==> images/cell_classes.png <==
Fill, decap, tap and diode cells in grey.
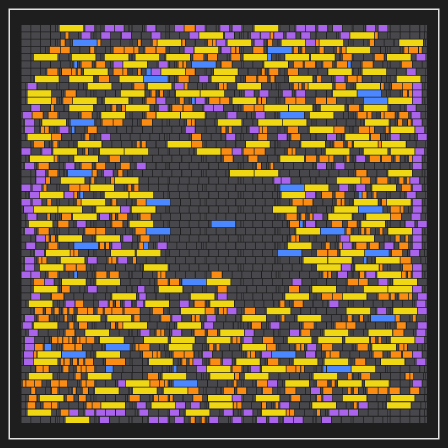
==> images/registers.png <==
Other sequential cells in the stronger grey, the rest of the logic in the fainter grey.
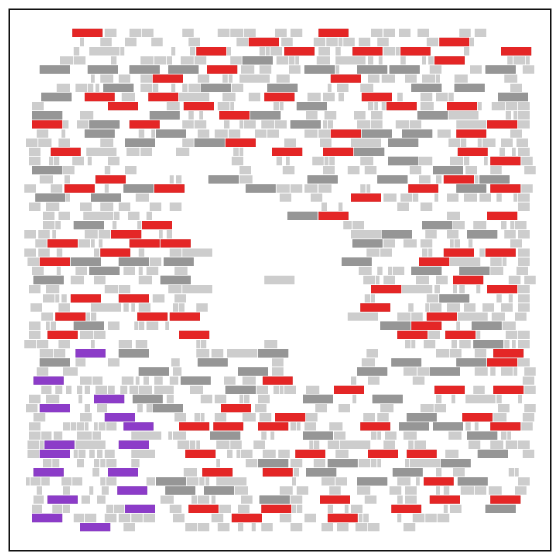
==> images/final_placement.png <==
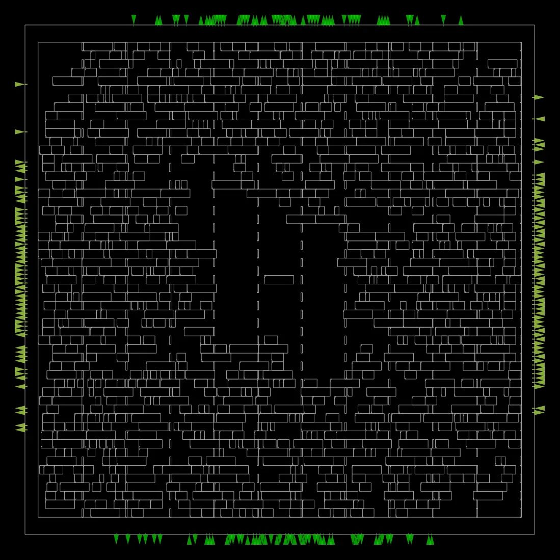
==> images/zoom.png <==
Scale bar: 20 um. Window x 15 to 65, y 15 to 65 um. Cells in grey, sequential cells in the stronger grey; small squares are vias.
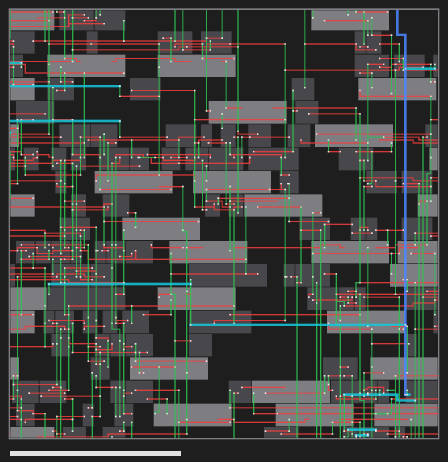
## src/rtl/pipe_stage_reg.sv

```systemverilog
// Pipeline stage register with valid/ready handshake, optional skid entry, synchronous flush and saturating stall counter.
// Latency: 1 cycle empty->out_valid. Backpressure: SKID=1 registers in_ready (low only while two entries held); SKID=0 passes out_ready through.
module pipe_stage_reg #(
    parameter int DATA_W = 96,
    parameter int SKID   = 1,
    parameter int CNT_W  = 16
) (
    input  logic              clk,
    input  logic              resetl,
    input  logic              flush,
    input  logic              in_valid,
    output logic              in_ready,
    input  logic [DATA_W-1:0] in_data,
    output logic              out_valid,
    input  logic              out_ready,
    output logic [DATA_W-1:0] out_data,
    output logic [CNT_W-1:0]  stall_cnt
);

    logic              out_valid_q, out_valid_d;
    logic [DATA_W-1:0] out_data_q, out_data_d;
    logic              skid_valid_q, skid_valid_d;
    logic [DATA_W-1:0] skid_data_q, skid_data_d;
    logic [CNT_W-1:0]  stall_cnt_q, stall_cnt_d;
    logic              xfer_in;
    logic              xfer_out;

    // With a skid entry, in_ready comes straight from a flop so upstream never sees out_ready combinationally.
    assign in_ready  = (SKID != 0) ? !skid_valid_q : (!out_valid_q || out_ready);
    assign xfer_in   = in_valid && in_ready;
    assign xfer_out  = out_valid_q && out_ready;

    assign out_valid = out_valid_q;
    assign out_data  = out_data_q;
    assign stall_cnt = stall_cnt_q;

    always_comb begin
        out_valid_d  = out_valid_q;
        out_data_d   = out_data_q;
        skid_valid_d = skid_valid_q;
        skid_data_d  = skid_data_q;
        stall_cnt_d  = stall_cnt_q;

        if (SKID != 0) begin
            if (!out_valid_q) begin
                if (xfer_in) begin
                    out_valid_d = 1'b1;
                    out_data_d  = in_data;
                end
            end else if (!skid_valid_q) begin
                if (xfer_in && xfer_out) begin
                    out_data_d = in_data;
                end else if (xfer_in) begin
                    skid_valid_d = 1'b1;
                    skid_data_d  = in_data;
                end else if (xfer_out) begin
                    out_valid_d = 1'b0;
                end
            end else if (xfer_out) begin
                out_data_d   = skid_data_q;
                skid_valid_d = 1'b0;
            end
        end else begin
            if (xfer_in) begin
                out_valid_d = 1'b1;
                out_data_d  = in_data;
            end else if (xfer_out) begin
                out_valid_d = 1'b0;
            end
        end

        // Flush only kills the valid bits; data registers may keep stale contents.
        if (flush) begin
            out_valid_d  = 1'b0;
            skid_valid_d = 1'b0;
        end

        if (out_valid_q && !out_ready && (stall_cnt_q != {CNT_W{1'b1}})) begin
            stall_cnt_d = stall_cnt_q + CNT_W'(1);
        end
    end

    always_ff @(posedge clk or posedge resetl) begin
        if (resetl) begin
            out_valid_q  <= 1'b0;
            out_data_q   <= '0;
            skid_valid_q <= 1'b0;
            skid_data_q  <= '0;
            stall_cnt_q  <= '0;
        end else begin
            out_valid_q  <= out_valid_d;
            out_data_q   <= out_data_d;
            skid_valid_q <= skid_valid_d;
            skid_data_q  <= skid_data_d;
            stall_cnt_q  <= stall_cnt_d;
        end
    end

endmodule

```

## config.mk

```make
export PLATFORM = sky130hd
export DESIGN_NAME = pipe_stage_reg
export DESIGN_NICKNAME = d
export VERILOG_FILES = /design/src/rtl/pipe_stage_reg.sv
export SDC_FILE = /design/constraint.sdc
export NUM_CORES = 1
export LEC_CHECK = 0
export CAP_MARGIN = 20
export CORE_MARGIN = 4
export CORE_UTILIZATION = 38
export CTS_BUF_LIST = sky130_fd_sc_hd__clkbuf_16
export DETAILED_ROUTE_END_ITERATION = 7
export SETUP_SLACK_MARGIN = 0.5
export SYNTH_ARGS = -nofsm -noshare
export SYNTH_HDL_FRONTEND = slang
export SYNTH_SLANG_ARGS = --single-unit
```

## constraint.sdc

```tcl
create_clock -name clk -period 9.7 [get_ports clk]
set_input_delay 1.94 -clock clk [delete_from_list [all_inputs] [get_ports clk]]
set_output_delay 1.94 -clock clk [all_outputs]
set_load 0.05 [all_outputs]
```

==> flow_metrics.py <==
# Metrics from the implementation run
metrics = {
    "run_status": {
        "outcome": "finished, final reports clean",
    },
    "synthesis": {
        "syn-cell-area_mm2": 0.00884,
        "yosys_cells": 708,
        "synth.distinct_cells": 38,
        "largest_area_cell": "dfrtp_1",
        "synth_xor_xnor_area_share_pct": 1.39,
        "async_flop_share_pct": 100,
        "synth_chip_area_mm2": 0.00884,
        "ys_sh_simple_pct": 7.04,
        "synth_seq_share_pct": 59.5,
        "mux_share_pct": 23.2,
        "synth_warnings": 0,
        "synth_top_area_share_pct": 59.5,
        "edf_count": 0,
        "syn-num-nets": 810,
        "area_leaders": "dfrtp_1, mux2i_1, mux2_2, a21oi_1, mux2_1",
        "ff_type": "dfrtp_1",
        "syn_inst": 708,
        "ys_sh_adder_pct": 0.142,
        "top_logic_kind": "multiplexers",
        "synth_flops": 210,
        "syn_avg_cell_area_um2": 12.5,
        "synth.most_common_cell": "dfrtp_1",
        "ys_sh_aoi_pct": 5.96,
    },
    "finish": {
        "layout.cells.non_filler": 1238,
        "final_cell_area_mm2": 0.0119,
        "comb_cells": 449,
        "final_cell_mix": "clkdlybuf4s50_1, dfrtp_1, a21oi_1",
        "drive_above_1_share_pct": 10.9,
        "clockNetworkAreaShare_pct": 5.84,
        "buffer_area_share_pct": 18.3,
        "num-nonclk-buffers": 220,
        "n_antenna_cell": 0,
        "syn_to_final_growth_pct": 34.9,
        "largest_class": "registers",
        "nets": 1012,
        "comb_share_pct": 28.2,
        "nClkBuffers": 25,
        "inv_count": 5,
    },
    "global_routing": {
        "antenna_found_initial": 0,
        "grtUsageMet3_pct": 4.13,
        "grt_pass1_vias": 6175,
        "gr-max-usage-layer": "met2",
        "track_usage_pct": 15.3,
        "grt_first_pass_wirelength_um": 33000,
        "grt_use_met1_pct": 21.1,
        "overflow": 0,
        "grt_max_degree": 135,
        "grt_use_met2_pct": 24.2,
    },
    "clock_tree": {
        "path_clk_slew_ns": 0.06,
        "ctsHoldBuffers": 0,
        "cts_sinks": 210,
        "clock-root-buffer": "clkbuf_16",
        "cts_tree": "yes",
        "cts_buffer_depth": 3,
        "cts_buffers": 24,
        "ctsResizeCount": 0,
        "clkLatencyLatePin_ns": 0.51,
    },
    "route": {
        "first_iter_violations": 234,
        "wl_um": 19900,
        "drt-vias-per-instance": 4.84,
        "wl_met1_um": 9210,
        "vias": 5986,
        "wl_met3_um": 1270,
        "wl_met2_um": 8920,
        "top_layer_used": "met4",
        "avgRoutedWirePerCell_um": 16.1,
        "ant_nets": 0,
        "drc": 0,
    },
    "power_and_ir_drop": {
        "finalPower_mw": 2.70,
        "power_frac_comb_pct": 27.1,
        "power_leader": "registers",
        "clk-power_mw": 0.801,
        "cellInternalPower_mw": 1.81,
        "p_switching_mw": 0.882,
        "switching_share_pct": 32.7,
        "irDropWorstVdd_uv": 119,
        "comb_power_mw": 0.730,
        "p_leak_nw": 5.48,
    },
    "timing": {
        "worst_pin_slew_ns": 1.01,
        "hold_violations": 0,
        "layout_setup_ws_ns": 5.82,
        "fmax_ghz": 0.258,
        "rsz0062_at_grt": "no",
        "hold_ws_ns": 0.483,
        "clock-skew-final_ns": 0.0162,
        "period_needed_ns": 3.88,
        "slew_headroom_pct": 32.8,
        "fin_crit_sh_pct": 40.0,
    },
    "critical_path": {
        "r2r_end": "out_data[1]",
        "critPathMaxStageDelay_ns": 0.90,
        "arrival_ns": 1.94,
        "path_class": "reg -> out",
        "slowest_stage": "clkdlybuf4s50_1",
        "r2r_slack_ns": 7.28,
        "worstSetupEndpoint": "out_valid",
        "cp-end-kind": "output pin",
        "path_buffers": 1,
        "crit_cells": 1,
        "worst_setup_path_start_kind": "register",
        "required_ns": 7.76,
        "path_max_fanout": 7,
    },
    "floorplanning": {
        "dieArea_mm2": 0.0258,
        "die_y_um": 160,
        "fp_util_pct": 38.8,
        "fp.coreArea_mm2": 0.0228,
        "num_rows": 55,
        "tap_cells": 313,
        "die_w_um": 160,
    },
    "min_path": {
        "hold_class": "reg -> reg",
        "hold_end": "skid_data_q[83]",
        "whs_path_depth": 1,
    },
    "placed_design": {
        "dpl.hpwl_um": 12800,
        "dp_cells": 1197,
        "portBuffers": 214,
        "place.gp.congestion": 0.715,
    },
    "run": {
        "max_cap_violations": 0,
        "warning_count": 30,
    },
}
Notes on cell_classes.png above:
legend:
  clock drivers and dummy loads:
    colour: blue
    cells: 41
  other buffers and delay cells:
    colour: purple
    cells: 220
  all other logic:
    colour: orange
    cells: 454
  flops:
    colour: yellow
    cells: 210

Notes on registers.png above:
legend:
  stall_cnt:
    colour: purple
    sequential_cells: 16
    where: south-west
  out_data:
    colour: red
    sequential_cells: 96
    where: widely spread
not coloured: 98
register area: 0.00526 mm2
fin util: 52.3%

Notes on final_placement.png above:
flop count: 210
# fillers: 2,046
fraction of area in registers: 44.1%

Notes on zoom.png above:
legend:
  met4:
    colour: blue
  met1:
    colour: red
  met2:
    colour: green
  met3:
    colour: cyan
most frequent: dfrtp_1 (23), mux2i_1 (7)
netlist names of flops here include: skid_data_q (8), stall_cnt (7), out_data (6)
sequential cells in the window: 23
cells with their middle in the window: 110

